[src/rtl/traffic_pkg.sv]
// Shared types and helpers for the junction phase controller.
//   phase_t        : controller phases
//   lamp_t         : one approach's lamp triple
//   idx_width      : width of an approach index (at least 1 bit)
//   phase_duration : cycle count a phase lasts, picked from the duration set
package traffic_pkg;

  typedef enum logic [2:0] {
    MAJ_G,
    MAJ_A,
    CLR1,
    MIN_G,
    MIN_A,
    CLR2,
    FLASH
  } phase_t;

  typedef struct packed {
    logic red;
    logic amber;
    logic green;
  } lamp_t;

  function automatic int idx_width(input int n);
    return (n > 1) ? $clog2(n) : 1;
  endfunction

  // FLASH reuses the phase timer as the flash half-period counter.
  function automatic int phase_duration(input phase_t p, input int maj_g,
                                        input int min_g, input int amber,
                                        input int all_red, input int flash_half);
    case (p)
      MAJ_G:        return maj_g;
      MAJ_A, MIN_A: return amber;
      CLR1, CLR2:   return all_red;
      MIN_G:        return min_g;
      default:      return flash_half;
    endcase
  endfunction

endpackage

[src/rtl/rr_arbiter.sv]
// Combinational round-robin pick over N requests.
//   req       : request vector
//   last      : index served most recently; scan starts at last+1
//   grant_idx : first set request found, wrapping modulo N (holds last if none)
//   any       : at least one request is set
module rr_arbiter
  import traffic_pkg::*;
#(
  parameter  int N  = 2,
  localparam int IW = idx_width(N)
) (
  input  logic [N-1:0]  req,
  input  logic [IW-1:0] last,
  output logic [IW-1:0] grant_idx,
  output logic          any
);

  always_comb begin
    int j;
    j         = 0;
    grant_idx = last;
    any       = 1'b0;
    for (int i = 1; i <= N; i++) begin
      j = (int'(last) + i) % N;
      if (!any && req[IW'(j)]) begin
        any       = 1'b1;
        grant_idx = IW'(j);
      end
    end
  end

endmodule

[src/rtl/traffic_phase_ctrl.sv]
// Junction controller: one major road plus N_MINOR minor approaches.
// Internal phase timer, sticky car requests, round-robin minor service with a
// mandatory return to major green between minor greens, all-red clearance and
// a flashing-amber maintenance mode. Lamps are decoded from registered state.
//   clock, reset             : rising-edge clock, synchronous active-high reset
//   car[N_MINOR]             : per-approach vehicle request (level or pulse)
//   flash                    : maintenance flashing-amber request (level)
//   major_green/amber/red    : major road lamps
//   minor_green/amber/red[N] : minor approach lamps
//   pending[N]               : latched requests awaiting service
module traffic_phase_ctrl
  import traffic_pkg::*;
#(
  parameter int N_MINOR         = 2,
  parameter int CW              = 8,
  parameter int MIN_MAJOR_GREEN = 10,
  parameter int MINOR_GREEN     = 8,
  parameter int AMBER           = 3,
  parameter int ALL_RED         = 1,
  parameter int FLASH_HALF      = 4
) (
  input  logic               clock,
  input  logic               reset,
  input  logic [N_MINOR-1:0] car,
  input  logic               flash,
  output logic               major_green,
  output logic               major_amber,
  output logic               major_red,
  output logic [N_MINOR-1:0] minor_green,
  output logic [N_MINOR-1:0] minor_amber,
  output logic [N_MINOR-1:0] minor_red,
  output logic [N_MINOR-1:0] pending
);

  localparam int     IW   = idx_width(N_MINOR);
  localparam longint TMAX = longint'(1) << CW;

  if (N_MINOR < 1 ||
      MIN_MAJOR_GREEN < 1 || longint'(MIN_MAJOR_GREEN) > TMAX ||
      MINOR_GREEN < 1     || longint'(MINOR_GREEN) > TMAX ||
      AMBER < 1           || longint'(AMBER) > TMAX ||
      ALL_RED < 1         || longint'(ALL_RED) > TMAX ||
      FLASH_HALF < 1      || longint'(FLASH_HALF) > TMAX) begin : g_param_check
    $error("traffic_phase_ctrl: N_MINOR must be >= 1 and every duration in 1..2**CW");
  end

  phase_t             state, next_state;
  logic [CW-1:0]      timer;
  logic [IW-1:0]      sel, last_served, grant_idx;
  logic [N_MINOR-1:0] pending_next, sel_mask;
  logic               grant_any, flash_on;
  lamp_t              major;

  rr_arbiter #(.N(N_MINOR)) u_arb (
    .req      (pending),
    .last     (last_served),
    .grant_idx(grant_idx),
    .any      (grant_any)
  );

  always_comb begin
    sel_mask   = N_MINOR'(1) << sel;
    next_state = state;
    case (state)
      MAJ_G: if (flash) next_state = FLASH;
             else if (timer == '0 && grant_any) next_state = MAJ_A;
      MAJ_A: if (timer == '0) next_state = CLR1;
      CLR1:  if (timer == '0) next_state = MIN_G;
      MIN_G: if (timer == '0) next_state = MIN_A;
      MIN_A: if (timer == '0) next_state = CLR2;
      CLR2:  if (timer == '0) next_state = flash ? FLASH : MAJ_G;
      FLASH: if (!flash) next_state = CLR2;
      default: next_state = MAJ_G;
    endcase

    // The approach being served cannot re-request while its green is showing.
    pending_next = pending | ((state == MIN_G) ? (car & ~sel_mask) : car);
    if (next_state == MIN_G) pending_next = pending_next & ~sel_mask;

    major       = '{red: 1'b1, amber: 1'b0, green: 1'b0};
    minor_green = '0;
    minor_amber = '0;
    minor_red   = '1;
    case (state)
      MAJ_G: major = '{red: 1'b0, amber: 1'b0, green: 1'b1};
      MAJ_A: major = '{red: 1'b0, amber: 1'b1, green: 1'b0};
      MIN_G: begin
        minor_green = sel_mask;
        minor_red   = ~sel_mask;
      end
      MIN_A: begin
        minor_amber = sel_mask;
        minor_red   = ~sel_mask;
      end
      FLASH: begin
        major       = '{red: 1'b0, amber: flash_on, green: 1'b0};
        minor_amber = {N_MINOR{flash_on}};
        minor_red   = '0;
      end
      default: ;
    endcase
  end

  assign major_green = major.green;
  assign major_amber = major.amber;
  assign major_red   = major.red;

  // Phase register stage: state, timer, service bookkeeping, flash phase.
  always_ff @(posedge clock) begin
    if (reset) begin
      state       <= MAJ_G;
      timer       <= CW'(MIN_MAJOR_GREEN - 1);
      sel         <= IW'(N_MINOR - 1);
      last_served <= IW'(N_MINOR - 1);
      pending     <= '0;
      flash_on    <= 1'b0;
    end else begin
      state   <= next_state;
      pending <= pending_next;
      if (next_state != state) begin
        timer <= CW'(phase_duration(next_state, MIN_MAJOR_GREEN, MINOR_GREEN,
                                    AMBER, ALL_RED, FLASH_HALF) - 1);
        if (next_state == FLASH) flash_on <= 1'b1;
      end else if (state == FLASH && timer == '0) begin
        timer    <= CW'(FLASH_HALF - 1);
        flash_on <= ~flash_on;
      end else if (timer != '0) begin
        timer <= timer - CW'(1);
      end
      if (state == MAJ_G && next_state == MAJ_A) sel <= grant_idx;
      if (state == CLR1 && next_state == MIN_G) last_served <= sel;
    end
  end

endmodule
[config.mk]
export PLATFORM = sky130hd
export DESIGN_NAME = traffic_phase_ctrl
export DESIGN_NICKNAME = d
export VERILOG_FILES = /design/src/rtl/traffic_pkg.sv /design/src/rtl/rr_arbiter.sv /design/src/rtl/traffic_phase_ctrl.sv
export SDC_FILE = /design/constraint.sdc
export NUM_CORES = 1
export LEC_CHECK = 0
export ABC_AREA = 1
export ABC_CLOCK_PERIOD_IN_PS = 3600
export CORE_ASPECT_RATIO = 1.25
export CORE_MARGIN = 1
export CORE_UTILIZATION = 42
export CTS_CLUSTER_SIZE = 16
export DETAILED_ROUTE_END_ITERATION = 10
export PLACE_DENSITY_LB_ADDON = 0.08
export SLEW_MARGIN = 20
export SYNTH_ARGS = -nofsm -noshare
export SYNTH_HDL_FRONTEND = slang
export SYNTH_HIERARCHICAL = 1
export SYNTH_SLANG_ARGS = --single-unit
export TNS_END_PERCENT = 30
[constraint.sdc]
create_clock -name clock -period 3.6 [get_ports clock]
set_input_delay 0.36 -clock clock [delete_from_list [all_inputs] [get_ports clock]]
set_output_delay 0.36 -clock clock [all_outputs]
set_load 0.005 [all_outputs]
==> results.sh, run 1 <==
# flow metrics
export IMPL_clk_path_buf_depth=2
export IMPL_syn_area_um2=1230
export IMPL_worst_ep_required_time_ns=3.24
export IMPL_slowest_stage="sky130_fd_sc_hd__clkdlybuf4s50_1"
export IMPL_synth_cell_types=34
export IMPL_globalRouteOverflowTotal=0
export IMPL_post_route_cells_drive_above_1_share=0.114
export IMPL_dp_worst_setup_slack_ns=1.27
export IMPL_setup_tns_final_ns=0
export IMPL_cp_top_family="buffers and inverters"
export IMPL_cts_sinks=16
export IMPL_most_area_consuming_cells_after_synthesis="sky130_fd_sc_hd__dfxtp_1 26%, sky130_fd_sc_hd__nand2_1 14%, sky130_fd_sc_hd__inv_1 9.4%"
export IMPL_worst_setup_ep_type="output pin"
export IMPL_core_area_um2=2730
export IMPL_cp_start_kind="flip-flop"
export IMPL_path_buffers=4
export IMPL_final_layout_top_logic_cell="sky130_fd_sc_hd__nand2_1"
export IMPL_layout_cell_area_non_filler_um2=1410
export IMPL_die_size_x_um=50.5
export IMPL_synth_warnings=6
export IMPL_worstSkewPairLatency_ns=0.29
export IMPL_top_area_cell="sky130_fd_sc_hd__dfxtp_1"
export IMPL_fp_row_count=21
export IMPL_placed_cells=241
export IMPL_fin_skew_ns=0.00607
export IMPL_synth_area_in_simple_gates=0.394
export IMPL_timing_max_slew_rel_slack=0.699
export IMPL_hp_class="reg2reg"
export IMPL_finalHoldWorstSlack_ns=0.508
export IMPL_postSynthNetCount=205
export IMPL_dp_hpwl_um=2440
export IMPL_rsz0062_at_grt="false"
export IMPL_critical_path_max_fanout=8
export IMPL_yosys_dominant_comb_family="simple AND/OR/NAND/NOR gates"
export IMPL_worst_ir_drop_vdd_v=0.000525
export IMPL_status="complete, no violations"
export IMPL_crit_path_cell_trace="inv_2, nor3_2, inv_2, nand2_1, inv_1, o21ai_0, clkdlybuf4s50_1"
export IMPL_detailedRoute_firstIterationViolations=28
export IMPL_timing_worst_setup_path_type="reg2out"
export IMPL_synth_area_mux_share=0
export IMPL_grt_max_degree=12
export IMPL_report_power_total_mw=1.37
export IMPL_postSynthCellCount=197
export IMPL_compound_area_frac=0.134
export IMPL_avgViaCountPerCell=5.16
==> run 1: worst min-delay path, stage by stage (launching register included) <==
cell	delay, ns
sky130_fd_sc_hd__dfxtp_1	0.34
sky130_fd_sc_hd__o211ai_1	0.10
sky130_fd_sc_hd__inv_1	0.05
==> run 1: worst paths after layout <==
kind	depth (start not counted)	startpoint	endpoint
min reg2reg	2	pending[1]	pending[1]
max	7	state[1]	minor_red[1]
max reg2reg	15	timer[0]	timer[2]
min	2	pending[1]	pending[1]
==> run 1: cells in the mapped netlist (all sizes together), types with 2 or more instances <==
cell / n
inv: 37
dfxtp: 16
o21ai: 14
xor2: 3
nand4: 4
nor2: 21
nor3: 3
xnor2: 2
buf: 5
ha: 3
a21oi: 9
clkinv: 2
nand2: 51
nand3: 19
o21bai: 2
==> run 1: cell families after synthesis <==
kind of cell / Yosys count
adders and majority gates: 3
buffers and inverters: 44
DFF: 16
xor gates and xnor gates: 5
and+or+nand+nor: 100
AOI/OAI and AO/OA: 29
==> run 1: final cells by class <==
cell class              instances  area [um^2]  share of cell area
clock buffers                   3         22.5              0.0159
inverters                      39          146               0.104
multi-input cells             137          732               0.518
flip-flops and latches         16          320               0.227
repair buffers                 15          150               0.106
well taps                      34         42.5              0.0301
==> run 1: power breakdown <==
group / switching, mW / internal, mW / total (mW)
registers: 0.0729 / 0.239 / 0.312
clock network: 0.0575 / 0.0388 / 0.0963
logic: 0.590 / 0.373 / 0.962
==> run 1: state kept, by name (all words and copies together), names as in the netlist <==
name and count:
timer 8, sel 1, state 3, flash_on 1, pending 2, last_served 1
==> run 1: metal layers <==
metal | vias to the layer above | track usage | share of wire
met5 | - | 0 | 0
met4 | 0 | 0.101 | 0.028
met3 | 9 | 0.0292 | 0.029
met2 | 36 | 0.388 | 0.51
met1 | 567 | 0.241 | 0.43
li1 | 647 | - | -
**Run 1: the metal 1 layer**

Scale bar: 20 um. Supply wires on this layer in gray.
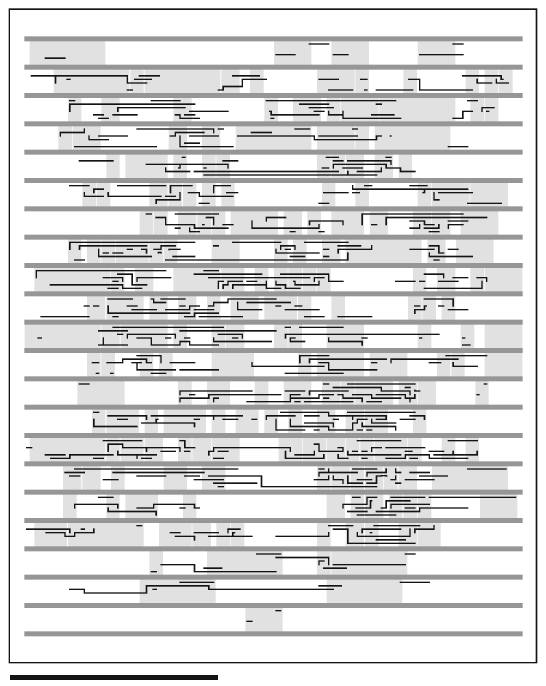
- longest straight run: 17.5 um
- share of all routed wire: 43%
- wire length on this layer: 1290 um
- main direction: horizontal
met1 track demand over resource: 0.241
via total after detailed routing: 1259
Routed WL: 3010 um

**Run 1: I/O nets highlighted**

Scale bar: 20 um.
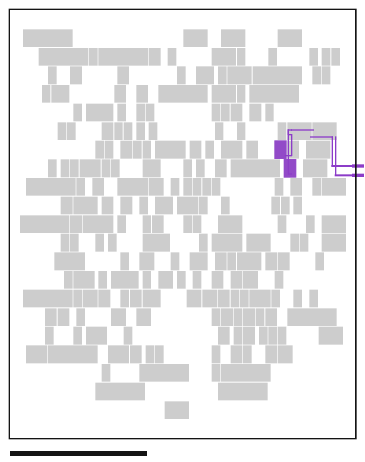
- purple: minor_amber (direction output; end cells 2; buffers 2; wire 34.3 um)
number of buffers added on ports: 15
ports placed on the boundary: 16

**Run 1: sequential cells colored by netlist name**

Scale bar: 20 um. Other sequential cells in the stronger gray, the rest of the logic in the fainter gray.
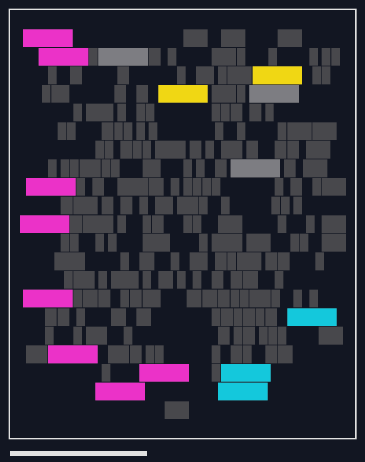
- cyan: state (flops 3)
- magenta: timer (flops 8)
- yellow: pending (flops 2)
- not colored: 3
Util after Layout: 0.517
Sequential Power: 312 uW

**Run 1: routing congestion**

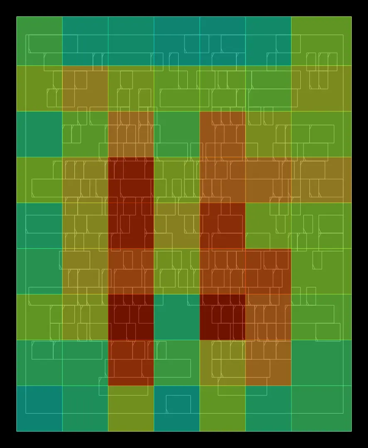

==> run 2: changes to the inputs <==
Settings changed: ABC_CLOCK_PERIOD_IN_PS 3600 to 2000.
Clock period 3.6 ns to 2 ns, I/O delays scaled along.
**Run 2: routing congestion**

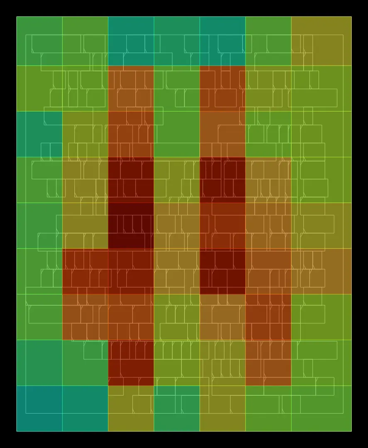
average routed wire per standard cell: 13.2 um
GRT busiest layer: met2
met3 global-route usage: 0.0292

**Run 2: sequential cells colored by netlist name**

Scale bar: 20 um. Other sequential cells in the stronger gray, the rest of the logic in the fainter gray.
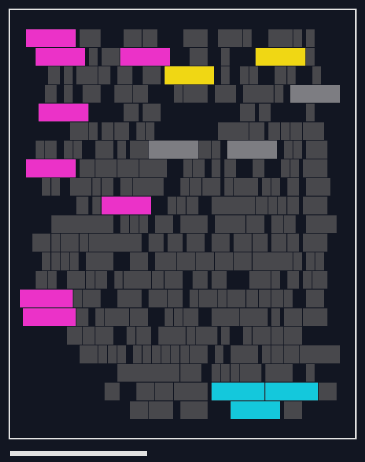
Util after Layout: 0.685
Sequential Power: 516 uW
sequential standard cell area: 325 um^2
fraction of standard cell area that is sequential: 0.174

**Run 2: I/O nets highlighted**

Scale bar: 20 um.
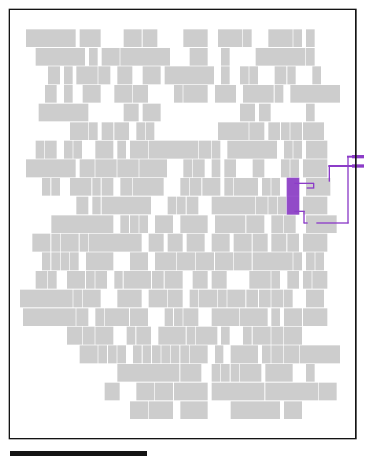

==> results.sh, run 2 <==
# flow metrics
export IMPL_status="finished, violations left"
export IMPL_violations="negative setup slack"
export IMPL_slowest_stage="sky130_fd_sc_hd__dfxtp_2"
export IMPL_internal_power_of_the_cells_mw=1.76
export IMPL_detailedRoute_firstIterationViolations=38
export IMPL_syn_area_um2=1230
export IMPL_seq_power_share=0.150
export IMPL_worst_ep_required_time_ns=2.26
export IMPL_netlist_top_cell_by_instances="sky130_fd_sc_hd__nand2_1"
export IMPL_fp_row_count=21
export IMPL_drt_wl_total_um=3740
export IMPL_path_buffers=4
export IMPL_cp_top_family="simple AND/OR/NAND/NOR gates"
export IMPL_cts_sinks=16
export IMPL_clk_path_buf_depth=2
export IMPL_swShare=0.490
export IMPL_timing_worst_setup_path_type="reg2reg"
export IMPL_timing_max_slew_rel_slack=0.792
export IMPL_largest_reg_flops=8
export IMPL_synth_cell_types=34
export IMPL_hold_end="pending[1]"
export IMPL_setup_ws_ns=-0.126
export IMPL_post_route_cells_drive_above_1_share=0.378
export IMPL_crit_path_cell_trace="inv_2, ha_4, nand2_4, nor2_4, inv_2, a21oi_2, nand2_2, nand2_2, inv_2, a21oi_2, ha_1, inv_1, nand2_1, o21ai_1, nand2_1, nand2_1"
export IMPL_timing_final_setup_violations=3
export IMPL_core_area_um2=2730
export IMPL_worst_r2r_path_depth=16
export IMPL_rsz0062_at_grt="true"
export IMPL_rr_startpoint="timer[1]"
export IMPL_grt_max_degree=11
export IMPL_cp_start_kind="flip-flop"
export IMPL_worst_setup_ep_type="flip-flop"
export IMPL_globalRouteOverflowTotal=0
export IMPL_worst_ir_drop_vdd_v=0.00129
export IMPL_whs_path_depth=2
export IMPL_most_area_consuming_cells_after_synthesis="sky130_fd_sc_hd__dfxtp_1 26%, sky130_fd_sc_hd__nand2_1 14%, sky130_fd_sc_hd__inv_1 9.4%"
export IMPL_r2r_end="timer[3]"
export IMPL_postSynthNetCount=205
export IMPL_avgViaCountPerCell=5.12
export IMPL_switching_power_mw=1.68
export IMPL_pwr_share_clk=0.068
export IMPL_critical_path_max_fanout=7
export IMPL_placed_cells=272
export IMPL_io_pins=16
export IMPL_synth_warnings=6
export IMPL_timing_hold_worst_start="pending[1]"
export IMPL_hp_class="reg2reg"
export IMPL_ys_top_cells_by_count="46 x sky130_fd_sc_hd__nand2_1, 31 x sky130_fd_sc_hd__inv_1, 18 x sky130_fd_sc_hd__nor2_1"
## run 2: power groups by stage
stage	Sequential, mW	Clock, mW	Combinational [mW]
6_report	0.516	0.235	2.69
5_1_grt	0.526	0.255	2.93
4_1_cts	0.501	0.240	2.21
3_5_place_dp	0.505	0	2.16
3_3_place_gp	0.500	0	2.12
2_1_floorplan	0.504	0	1.36
## run 2: kinds of logic after synthesis
| family | synth area share |
|---|---|
| and+or+nand+nor | 0.394 |
| buffers and inverters | 0.147 |
| AOI/OAI and AO/OA | 0.134 |
| DFF | 0.260 |
| xor gates and xnor gates | 0.0355 |
| adders and majority gates | 0.0304 |
## run 2: cell type report
| type | count | area share |
|---|---|---|
| Inverter | 39 | 0.0796 |
| Timing Repair Buffer | 53 | 0.239 |
| Clock buffer | 4 | 0.0194 |
| Tap cell | 34 | 0.0227 |
| Sequential cell | 16 | 0.174 |
| Multi-Input combinational cell | 137 | 0.465 |
## run 2: worst register-to-register path: stages (launching register included)
cell and delay, ns:
sky130_fd_sc_hd__dfxtp_2 0.34, sky130_fd_sc_hd__inv_2 0.06, sky130_fd_sc_hd__ha_4 0.15, sky130_fd_sc_hd__nand2_4 0.06, sky130_fd_sc_hd__nor2_4 0.22, sky130_fd_sc_hd__inv_2 0.07
sky130_fd_sc_hd__a21oi_2 0.15, sky130_fd_sc_hd__nand2_2 0.12, sky130_fd_sc_hd__nand2_2 0.12, sky130_fd_sc_hd__inv_2 0.05, sky130_fd_sc_hd__a21oi_2 0.11, sky130_fd_sc_hd__ha_1 0.25
sky130_fd_sc_hd__inv_1 0.07, sky130_fd_sc_hd__nand2_1 0.05, sky130_fd_sc_hd__o21ai_1 0.11, sky130_fd_sc_hd__nand2_1 0.09, sky130_fd_sc_hd__nand2_1 0.06
## run 2: per-layer routing
layer,up-vias,global-route usage,wire (um)
met4,0,0.101,116
met2,36,0.420,1990
met1,673,0.275,1540
li1,730,-,-
met5,-,0,0
met3,11,0.0292,93
## run 2: metrics by stage
step	utilization	setup TNS [ns]	hold WS [ns]	setup WS (ns)	cell area [um^2]
2_1_floorplan	-	0	0.454	0.0107	1240
3_3_place_gp	0.598	-0.293	0.483	-0.0748	1630
3_5_place_dp	0.598	-0.446	0.492	-0.118	1630
4_1_cts	0.622	-0.247	0.521	-0.0725	1700
5_1_grt	0.685	-1.23	0.545	-0.270	1870
6_report	0.685	-0.213	0.516	-0.126	1870
## run 2: worst max-delay path by stage
stage / start / endpoint / slack [ns] / cells after the start
after floorplan: timer[0] / timer[1] / 0.01 / 15
after global placement: flash / timer[2] / -0.07 / 13
after detailed placement: flash / timer[2] / -0.12 / 13
after CTS: timer[0] / timer[2] / -0.07 / 15
after global routing: timer[1] / timer[3] / -0.27 / 16
final: timer[1] / timer[3] / -0.13 / 16
## run 2: repair_timing
| item | 4_1_cts | 5_1_grt |
|---|---|---|
| endpoints found under the hold margin | 0 | 0 |
| hold buffers | 0 | 0 |
| resized | 9 | 39 |
| buffers inserted | 2 | 5 |
| endpoints found under the setup margin | 9 | 14 |
| pin swaps | 4 | 14 |
**Run 2: routed metal, one color a layer**

Only two layers are drawn.
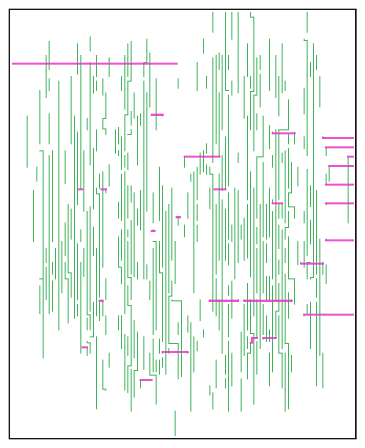

==> run 3: changes to the inputs <==
Settings changed: CTS_CLUSTER_SIZE 16 to unset, PLACE_DENSITY set to 0.72, PLACE_DENSITY_LB_ADDON 0.08 to unset, REMOVE_ABC_BUFFERS set to 1.
**Run 3: routed metal, one color a layer**

Only two layers are drawn.
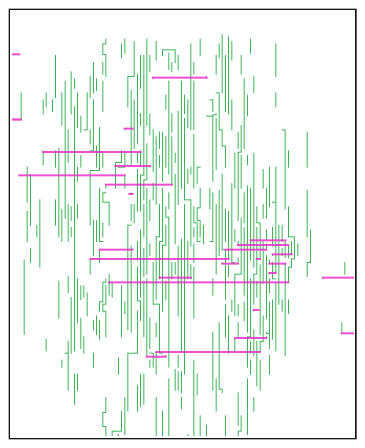
- magenta: metal 3 (wire length 168 um)
- green: metal 2 (wire length 1640 um)
average routed wire per standard cell: 11.9 um
Routed WL: 3330 um
via total after detailed routing: 1408
overall fraction of global-route tracks in use: 0.225

**Run 3: sequential cells colored by netlist name**

Scale bar: 20 um. Other sequential cells in the stronger gray, the rest of the logic in the fainter gray.
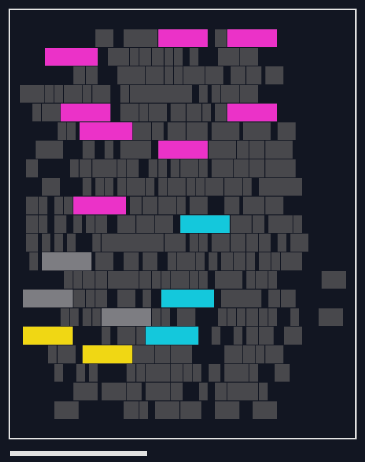
- yellow: pending (flops 2)
- cyan: state (flops 3)
- magenta: timer (flops 8)
sequential standard cell area: 327 um^2
fraction of standard cell area that is sequential: 0.183
Util after Layout: 0.653

==> results.sh, run 3 <==
# flow metrics
export IMPL_status="complete, no violations"
export IMPL_worst_setup_ep_type="flip-flop"
export IMPL_final_net_count=255
export IMPL_grt_max_degree=11
export IMPL_fp_util=0.451
export IMPL_cts_sinks=16
export IMPL_stage_log_warnings=27
export IMPL_chip_area_um2=3160
export IMPL_synth_top_area_share=0.260
export IMPL_avg_cell_area_syn_um2=6.26
export IMPL_power_share_combinational=0.767
export IMPL_flops_latches_synth=16
export IMPL_worstSkewPairLatency_ns=0.29
export IMPL_cp_start_kind="flip-flop"
export IMPL_io_pins=16
export IMPL_post_cts_hold_buffer_count=0
export IMPL_crit_path_cell_trace="inv_2, ha_4, nand2_4, nor2_4, nand2_2, nand2_2, nand3_4, o21ai_2, nand2_2, ha_4, inv_1, nand2_1, nand2_1, nor2_1, nor2_1"
export IMPL_pwr_share_clk=0.069
export IMPL_globalRouteOverflowTotal=0
export IMPL_timing_max_slew_rel_slack=0.777
export IMPL_timing_worst_slew_pin_value_ns=0.332
export IMPL_via_count_of_the_first_global_routing_pass=1345
export IMPL_detailedRoute_firstIterationViolations=47
export IMPL_ant_nets=0
export IMPL_top_area_cell="sky130_fd_sc_hd__dfxtp_1"
export IMPL_avgViaCountPerCell=5.03
export IMPL_static_leakage_power_nw=0.893
export IMPL_worst_ir_drop_vdd_v=0.00114
export IMPL_top_register="timer"
export IMPL_path_common_cell="sky130_fd_sc_hd__nand2_2"
export IMPL_netlist_top_cell_by_instances="sky130_fd_sc_hd__nand2_1"
export IMPL_number_of_buffers_added_on_ports=15
export IMPL_slowest_stage="sky130_fd_sc_hd__dfxtp_2"
export IMPL_die_size_x_um=50.5
export IMPL_ys_area_um2=1230
export IMPL_worst_ep_required_time_ns=2.20
export IMPL_dp_hpwl_um=2490
export IMPL_first_pass_iters=5
export IMPL_regs_by_ff_count="timer x8, state x3, pending x2"
export IMPL_switching_power_mw=1.54
export IMPL_post_route_cells_drive_above_1_share=0.333
export IMPL_tritoncts="built"
export IMPL_number_of_buffers_inserted_during_clock_tree_synthesis=3
export IMPL_hp_class="reg2reg"
export IMPL_fp_row_count=21
export IMPL_timing_final_setup_violations=0
export IMPL_ys_top_cells_by_count="46 x sky130_fd_sc_hd__nand2_1, 31 x sky130_fd_sc_hd__inv_1, 18 x sky130_fd_sc_hd__nor2_1"
export IMPL_antenna_violations_before_repair=0
export IMPL_synth_cell_types=34
export IMPL_cts_max_level=1
export IMPL_cts_root_buffer="sky130_fd_sc_hd__clkbuf_4"
export IMPL_largest_reg_flops=8
export IMPL_finalHoldWorstSlack_ns=0.508
export IMPL_fin_skew_ns=0.00468
export IMPL_syn_area_um2=1230
export IMPL_critical_path_max_fanout=5
export IMPL_clkTransAtPathRegs_ns=0.10
export IMPL_filler_cell_count=228
export IMPL_rsz0062_at_grt="true"
export IMPL_postSynthCellCount=197
export IMPL_core_area_um2=2730
export IMPL_grt_first_pass_wirelength_um=5580
export IMPL_final_layout_top_logic_cell="sky130_fd_sc_hd__nand2_1"
export IMPL_yosysSeqAreaShare=0.260
export IMPL_dominantRegCellSynth="sky130_fd_sc_hd__dfxtp_1"
export IMPL_synth_warnings=6
export IMPL_internal_power_of_the_cells_mw=1.68
export IMPL_clk_path_buf_depth=2
export IMPL_count_of_placed_standard_cells_in_the_final_layout_fillers_left_out=280
export IMPL_area_combinational_um2=822
export IMPL_max_freq_ghz=0.503
export IMPL_enable_flop_cells=0
export IMPL_seq_power_share=0.163
export IMPL_cap_viol_max_count=0
export IMPL_critPathArrivalTime_ns=2.19
export IMPL_placed_cells=270
export IMPL_power_density_nw_per_um2=1800
export IMPL_path_buffers=2
export IMPL_most_area_consuming_cells_after_synthesis="sky130_fd_sc_hd__dfxtp_1 26%, sky130_fd_sc_hd__nand2_1 14%, sky130_fd_sc_hd__inv_1 9.4%"
export IMPL_swShare=0.479
export IMPL_ff2ff_setup_slack_ns=0.01
export IMPL_timing_worst_setup_path_type="reg2reg"
export IMPL_cp_top_family="simple AND/OR/NAND/NOR gates"
**Run 3: the metal 1 layer**

Scale bar: 20 um. Supply wires on this layer in gray.
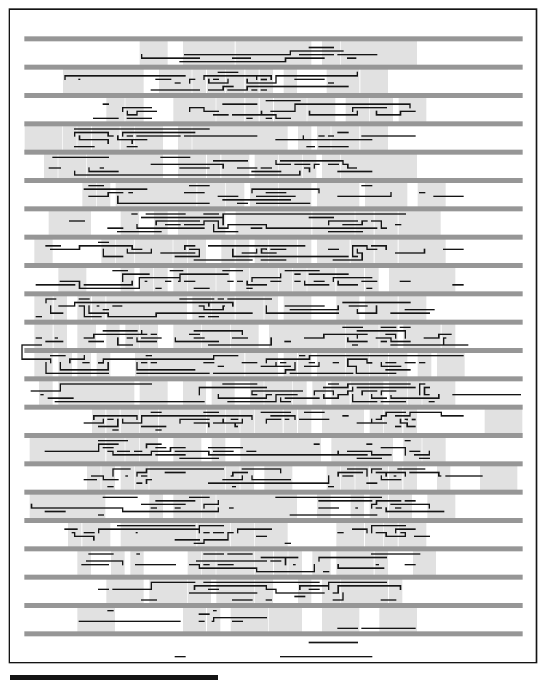
- nets with wire on the layer: 239
- longest straight run: 21.6 um
- share of all routed wire: 45%
- main direction: horizontal
- wire length on this layer: 1480 um
met1 track demand over resource: 0.294

-- run 3: cell counts after synthesis --
Identical to the previous run, type by type.
-- run 3: what timing repair did --
item | CTS | global route
gates resized | 10 | 25
gates cloned | 1 | 0
pin swaps | 6 | 9
setup buffers | 2 | 3
endpoints found under the setup margin | 9 | 13
-- run 3: cell type report --
class	instances	share of cell area
Inverter	39	0.0834
Timing Repair Buffer	49	0.229
Clock buffer	4	0.0203
Multi-Input combinational cell	138	0.460
Sequential cell	16	0.183
Tap cell	34	0.0238
-- run 3: per-stage QoR --
stage	instance area (um^2)	TNS (ns)	setup WS [ns]	total power, mW
after CTS	1690	-0.0281	-0.0281	2.93
final	1790	0	0.0102	3.22
after detailed placement	1610	-0.377	-0.121	2.60
after floorplan	1200	-0.124	-0.0473	1.81
after global placement	1610	-0.217	-0.110	2.57
after global routing	1790	-0.703	-0.142	3.54
-- run 3: worst paths after layout --
kind                                 start          to  cells past startpoint
worst max-delay path              timer[0]    timer[1]                     15
worst min register to register  pending[1]  pending[1]                      2
worst max register to register    timer[0]    timer[1]                     15
worst min-delay path            pending[1]  pending[1]                      2
-- run 3: logic make-up after synthesis --
logic type               after synthesis  synth area share
AND-OR/OR-AND                         29             0.134
XOR/XNOR                               5            0.0355
adder cells (fa/ha/maj)                3            0.0304
buffers and inverters                 44             0.147
flip-flops                            16             0.260
AND/OR/NAND/NOR                      100             0.394
-- run 3: metal layers --
layer	part of all wire	up-vias	global-route usage	wire length (um)
met5	0	-	0	0
met4	0.014	0	0.0799	46
met3	0.050	8	0.0292	167
met2	0.49	44	0.373	1640
met1	0.44	629	0.294	1480
li1	-	727	-	-
-- run 3: worst register-to-register path, cell delays in order (launching register included) --
cell,delay [ns]
sky130_fd_sc_hd__dfxtp_2,0.34
sky130_fd_sc_hd__inv_2,0.06
sky130_fd_sc_hd__ha_4,0.14
sky130_fd_sc_hd__nand2_4,0.07
sky130_fd_sc_hd__nor2_4,0.18
sky130_fd_sc_hd__nand2_2,0.07
sky130_fd_sc_hd__nand2_2,0.10
sky130_fd_sc_hd__nand3_4,0.12
sky130_fd_sc_hd__o21ai_2,0.21
sky130_fd_sc_hd__nand2_2,0.08
sky130_fd_sc_hd__ha_4,0.26
sky130_fd_sc_hd__inv_1,0.03
sky130_fd_sc_hd__nand2_1,0.05
sky130_fd_sc_hd__nand2_1,0.05
sky130_fd_sc_hd__nor2_1,0.09
sky130_fd_sc_hd__nor2_1,0.05
-- run 3: power groups by stage --
stage	clock network [mW]	logic, mW	registers, mW
after floorplan	0	1.28	0.533
final	0.223	2.47	0.526
after global routing	0.234	2.77	0.535
after CTS	0.224	2.20	0.505
after global placement	0	2.07	0.506
after detailed placement	0	2.09	0.511
Power figures rest on the tool's default switching activity, not on a simulated workload.
